===== config.mk =====
export PLATFORM = sky130hd
export DESIGN_NAME = gpr_arbiter
export DESIGN_NICKNAME = d
export VERILOG_FILES = /design/src/rtl/picomips_pkg.sv /design/src/rtl/rr_arb2.sv /design/src/rtl/gpr_arbiter.sv
export SDC_FILE = /design/constraint.sdc
export NUM_CORES = 1
export LEC_CHECK = 0
export CAP_MARGIN = 20
export CORE_ASPECT_RATIO = 1.4
export CORE_UTILIZATION = 34
export DETAILED_ROUTE_END_ITERATION = 10
export HOLD_SLACK_MARGIN = 0.05
export PLACE_DENSITY = 0.75
export SETUP_SLACK_MARGIN = 0.5
export SLEW_MARGIN = 40
export SYNTH_ARGS = -nofsm -noshare
export SYNTH_HDL_FRONTEND = slang
export SYNTH_SLANG_ARGS = --single-unit

===== constraint.sdc =====
create_clock -name clk -period 2.79 [get_ports clk]
set_input_delay 0.279 -clock clk [delete_from_list [all_inputs] [get_ports clk]]
set_output_delay 0.279 -clock clk [all_outputs]
set_load 0.03 [all_outputs]

===== src/rtl/picomips_pkg.sv =====
// Shared types for the GPR arbiter: controller states, register-number width and count,
// and the per-requester control bundle.
package picomips_pkg;
  localparam int REG_W     = 5;
  localparam int REG_CNT   = 32;
  localparam int NUM_LANES = 2;

  typedef enum logic {
    CLEAR = 1'b0,
    RUN   = 1'b1
  } state_t;

  typedef struct packed {
    logic             we;
    logic [REG_W-1:0] rd;
    logic [REG_W-1:0] rs;
  } req_ctl_t;
endpackage


===== src/rtl/rr_arb2.sv =====
// Two-way round-robin grant. The pointer remembers the last grantee and moves only on a transfer,
// so a requester that keeps its valid high still alternates with the other one.
module rr_arb2 (
  input  logic       clk,
  input  logic       reset,
  input  logic       en,
  input  logic [1:0] valid,
  output logic [1:0] grant
);
  logic last;  // index of the most recent grantee

  always_comb begin
    grant = '0;
    if (en) begin
      if (valid[0] && valid[1]) grant = last ? 2'b01 : 2'b10;
      else                      grant = valid;
    end
  end

  // Reset to "req1 went last" so req0 wins the first contention.
  always_ff @(posedge clk) begin
    if (reset)       last <= 1'b1;
    else if (|grant) last <= grant[1];
  end
endmodule


===== src/rtl/gpr_arbiter.sv =====
// Two-requester front end for the GPR file: round-robin grant, register-file control muxing and
// latency-1 read responses. Define GPR_ARB_CLEAR_EN to sweep zeros into r1..r31 after reset.
module gpr_arbiter
  import picomips_pkg::*;
#(
  parameter int n = 8
) (
  input  logic             clk,
  input  logic             reset,
  input  logic             req0_valid,
  output logic             req0_ready,
  input  logic             req0_we,
  input  logic [REG_W-1:0] req0_rd,
  input  logic [REG_W-1:0] req0_rs,
  input  logic [n-1:0]     req0_wdata,
  output logic             rsp0_valid,
  output logic [n-1:0]     rsp0_rd_data,
  output logic [n-1:0]     rsp0_rs_data,
  input  logic             req1_valid,
  output logic             req1_ready,
  input  logic             req1_we,
  input  logic [REG_W-1:0] req1_rd,
  input  logic [REG_W-1:0] req1_rs,
  input  logic [n-1:0]     req1_wdata,
  output logic             rsp1_valid,
  output logic [n-1:0]     rsp1_rd_data,
  output logic [n-1:0]     rsp1_rs_data,
  output logic             w,
  output logic [n-1:0]     Wdata,
  output logic [REG_W-1:0] Rdno,
  output logic [REG_W-1:0] Rsno,
  input  logic [n-1:0]     Rd,
  input  logic [n-1:0]     Rs
);
  logic [NUM_LANES-1:0]          valid, grant;
  req_ctl_t [NUM_LANES-1:0]      ctl;
  logic [NUM_LANES-1:0][n-1:0]   wdata;
  logic [NUM_LANES-1:0]          rsp_vld;
  logic [NUM_LANES-1:0][n-1:0]   rsp_rd_q, rsp_rs_q;
  logic                          run_en, sweep, sel;
  logic [REG_W-1:0]              sweep_no;

  assign valid = {req1_valid, req0_valid};
  assign ctl   = {req_ctl_t'{req1_we, req1_rd, req1_rs}, req_ctl_t'{req0_we, req0_rd, req0_rs}};
  assign wdata = {req1_wdata, req0_wdata};

`ifdef GPR_ARB_CLEAR_EN
  state_t           state, state_nxt;
  logic [REG_W-1:0] cnt, cnt_nxt;

  always_ff @(posedge clk) begin
    if (reset) begin
      state <= CLEAR;
      cnt   <= REG_W'(1);
    end else begin
      state <= state_nxt;
      cnt   <= cnt_nxt;
    end
  end

  // Reset gates everything so an aborted cycle never writes or grants.
  always_comb begin
    state_nxt = state;
    cnt_nxt   = cnt;
    sweep     = 1'b0;
    run_en    = 1'b0;
    if (state == CLEAR) begin
      sweep   = !reset;
      cnt_nxt = cnt + REG_W'(1);
      if (cnt == REG_W'(REG_CNT - 1)) state_nxt = RUN;
    end else begin
      run_en = !reset;
    end
  end

  assign sweep_no = cnt;
`else
  assign run_en   = !reset;
  assign sweep    = 1'b0;
  assign sweep_no = '0;
`endif

  rr_arb2 u_arb (
    .clk   (clk),
    .reset (reset),
    .en    (run_en),
    .valid (valid),
    .grant (grant)
  );

  assign req0_ready = grant[0];
  assign req1_ready = grant[1];
  assign sel        = grant[1];

  always_comb begin
    w     = 1'b0;
    Wdata = '0;
    Rdno  = '0;
    Rsno  = '0;
    if (sweep) begin
      w    = 1'b1;
      Rdno = sweep_no;
    end else if (|grant) begin
      Rdno  = ctl[sel].rd;
      Rsno  = ctl[sel].rs;
      Wdata = wdata[sel];
      w     = ctl[sel].we && (ctl[sel].rd != '0);
    end
  end

  // Rd/Rs are sampled at the same edge that commits any write, so a read of the
  // register being written returns its old contents.
  always_ff @(posedge clk) begin
    if (reset) begin
      rsp_vld  <= '0;
      rsp_rd_q <= '0;
      rsp_rs_q <= '0;
    end else begin
      rsp_vld <= grant;
      for (int k = 0; k < NUM_LANES; k++) begin
        if (grant[k]) begin
          rsp_rd_q[k] <= Rd;
          rsp_rs_q[k] <= Rs;
        end
      end
    end
  end

  assign rsp0_valid   = rsp_vld[0];
  assign rsp1_valid   = rsp_vld[1];
  assign rsp0_rd_data = rsp_rd_q[0];
  assign rsp0_rs_data = rsp_rs_q[0];
  assign rsp1_rd_data = rsp_rd_q[1];
  assign rsp1_rs_data = rsp_rs_q[1];
endmodule


Signal wires on met2:
Scale: 4 px per µm. Cells faint in the background.
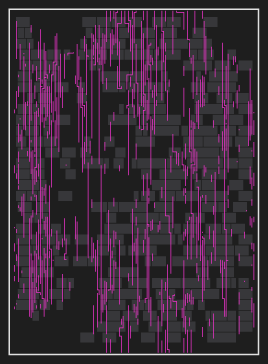
main direction: vertical
share of all routed wire: 50%
wire length on this layer: 2530 µm

Clock distribution:
Scale: 6 px per µm.
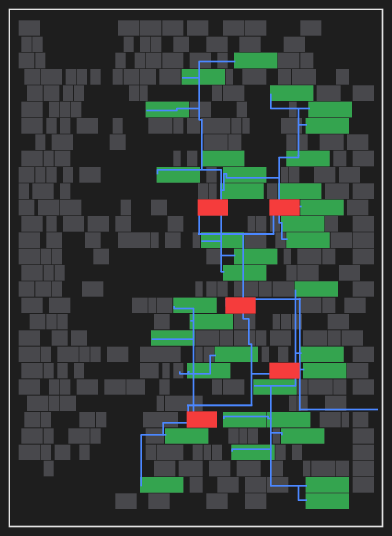
[blue] clock wires | length: 367 µm
[green] flip-flops | count: 35
[red] clock-net drivers | count: 5
routed clock nets: 6

==> qor.csv <==
stage,metric,value,unit
clocking,H-tree depth,2,
yosys,asr flop ratio synth,0,
yosys,post-synth top area cell,dfxtp_1,
die,die width,62.0,µm
cells_and_area,dominant logic cell types in the final layout,"clkdlybuf4s50_1 (90), nand3_1 (50), dfxtp_1 (35)",
global_route,initial antenna violation count,0,
timing,post-route clock period utilization,0.777,
critical_path,worst setup path end,Rdno[3],
routing,wire length on met3,364,µm
die,row cnt,30,
place,HPWL after DPL,3660,µm
min_path,Min-Delay Path Class,register to register,
clocking,hold_buf cts,0,
cells_and_area,FILL cells,437,
critical_path,Crit Path Max Fanout,14,
critical_path,Reg2Reg Capture Point,rsp0_rs_data[7],
routing,iteration tally of the first detailed-router pass,4,
cells_and_area,clock buffers,6,
power_and_ir_drop,Gate power share,0.321,
cells_and_area,share of post-route cells with drive strength above 1,0.190,
timing,WHS,0.456,ns
yosys,Mapped Cells,207,
die,DIE HEIGHT,86.0,µm
yosys,"Seq/Total Area, Yosys",0.409,
yosys,Mapped Avg Cell Area,8.27,µm²
routing,vias per cell,4.91,
critical_path,CP Data Required Time,2.51,ns
die,Die ar.,5330,µm²
routing,Vias,1864,
cells_and_area,most numerous logic cell after layout,clkdlybuf4s50_1,
critical_path,Worst Path Buf+Inv,3,
min_path,hold path start,rsp1_rs_data[4],
yosys,Commonest cells post-synth,"nand3_1 (50), dfxtp_1 (35), o21ai_0 (19), a21oi_1 (18), nand2_1 (18)",
yosys,yosys stat chip area,1710,µm²
routing,Avg WL per Cell,13.3,µm
critical_path,start point of the critical path,req1_valid,
yosys,XORs/XNORs by Area,0,
die,num tapcells,64,
cells_and_area,non-clk buf share,0.389,
critical_path,crit path capture type,output port,
cells_and_area,Diodes inserted,0,
routing,number of DRC markers in iteration 0,91,
timing,max_slew headroom,0.520,
cells_and_area,FFs & Latches,35,
global_route,maximum number of pins on one net before global-route repair,38,
cells_and_area,Final Non-Filler Cells,380,
critical_path,CP peak stage delay,0.56,ns
critical_path,critical path class,input port to output port,
cells_and_area,"Buffers, non-clock",121,
global_route,grt peak-use layer,met2,
cells_and_area,Seq area share,0.239,
critical_path,cell family with most CP delay,buffers and inverters,
routing,DRC,0,
place,RD Place Congestion,0.746,
yosys,Mux cell area share,0.105,
critical_path,CP Cell Sequence,clkdlybuf4s50_1 > a21boi_4 > buf_4 > nand3_1 > a21oi_1 > buf_4,
cells_and_area,Final Util,0.605,
die,IO Pins,113,
clocking,CTS Buf Count,5,
timing,Final setup viols,0,
routing,Final ANT Viol Nets,0,
power_and_ir_drop,sequential power,0.551,mW
cells_and_area,inverters,3,
power_and_ir_drop,Lkg Pwr,1.22,nW
routing,wl on met1,2150,µm
critical_path,CP startpoint kind,input port,
global_route,M2 GR Usage,0.343,
cells_and_area,"Design Area, Final",2930,µm²
timing,Layout Skew,0.00292,ns
status,status,finished clean,
yosys,top cells by area,"dfxtp_1 (41%), nand3_1 (15%), mux2_2 (11%)",
yosys,flip-flops with a built-in enable,0,
yosys,Dominant combinational family,simple AND/OR/NAND/NOR gates,
yosys,Post-Synthesis Net Count,265,
yosys,Commonest flop,dfxtp_1,
clocking,clock tree buffer depth,2,
cells_and_area,sequential cell area,701,µm²
timing,RSZ-0062 raised after global routing,false,
timing,Post-Route Setup TNS,0,ns
clocking,clock sinks,35,
critical_path,r2r setup slk,1.35,ns
global_route,met1 Use GR,0.235,
yosys,Top cell area share,0.409,
place,Place WS,0.408,ns
power_and_ir_drop,switching share of power,0.299,
job,max-cap violations,0,
routing,final wirelength,5070,µm
min_path,hold path endpoint,rsp1_rs_data[4],
clocking,post-cts sizing count,1,
global_route,first-pass GRT wire length,8090,µm
yosys,count of state elements after synthesis,35,
timing,Tightest Pin Transition,0.720,ns
cells_and_area,MI comb cells,150,
global_route,Overflow after GRT,0,
cells_and_area,combinational gate area,911,µm²
routing,DR WL met2,2530,µm
clocking,CTS tree,done,
yosys,Synth Warn #,0,
cells_and_area,Layout clock area frac,0.0299,
yosys,cell with the most instances after synthesis,nand3_1,
timing,final slew viol count,0,
clocking,CTS clock-pin slew for the worst setup and hold paths,0.06,ns
critical_path,CP arrival,1.89,ns
power_and_ir_drop,Flop pwr share,0.414,
min_path,hold path depth,2,
cells_and_area,nets,374,
yosys,synthesized cell area,1710,µm²
place,Port Buffers,112,
yosys,AO/OA Area Share,0.146,
power_and_ir_drop,Comb power,0.427,mW
job,tool warnings,26,
yosys,distinct lib cells,24,
cells_and_area,Top class by area,non-clock buffers,
clocking,setup bufs post-CTS,0,
power_and_ir_drop,Clock Power Share,0.265,
power_and_ir_drop,worst vdd ir,184,µV
power_and_ir_drop,switching pwr,0.398,mW
yosys,and+or+nand+nor area frac,0.275,
critical_path,critical path depth,6,
clocking,Latency at later pin,0.27,ns
global_route,Total GRT Usage,0.198,
yosys,yosys adder share,0,
power_and_ir_drop,power per standard cell area,454,nW/µm²
critical_path,reg2reg path depth,3,
timing,FMAX,0.461,GHz
die,core footprint,4840,µm²
global_route,met3 Use GR,0.0498,
critical_path,most frequent cell on the critical path,buf_4,
routing,top layer reached by signal wires,met4,
die,fp_density,0.353,
yosys,Yosys Instances,207,
cells_and_area,combinational share of cell area,0.311,
power_and_ir_drop,"Power, Total",1.33,mW
timing,worst setup margin,0.621,ns
timing,final hold vios,0,
power_and_ir_drop,Pint,0.933,mW
critical_path,Critical-path top delay cell,clkdlybuf4s50_1,
place,Placed Instance Area,2820,µm²
No activity file was given, so power comes from the tool's default toggle rates.
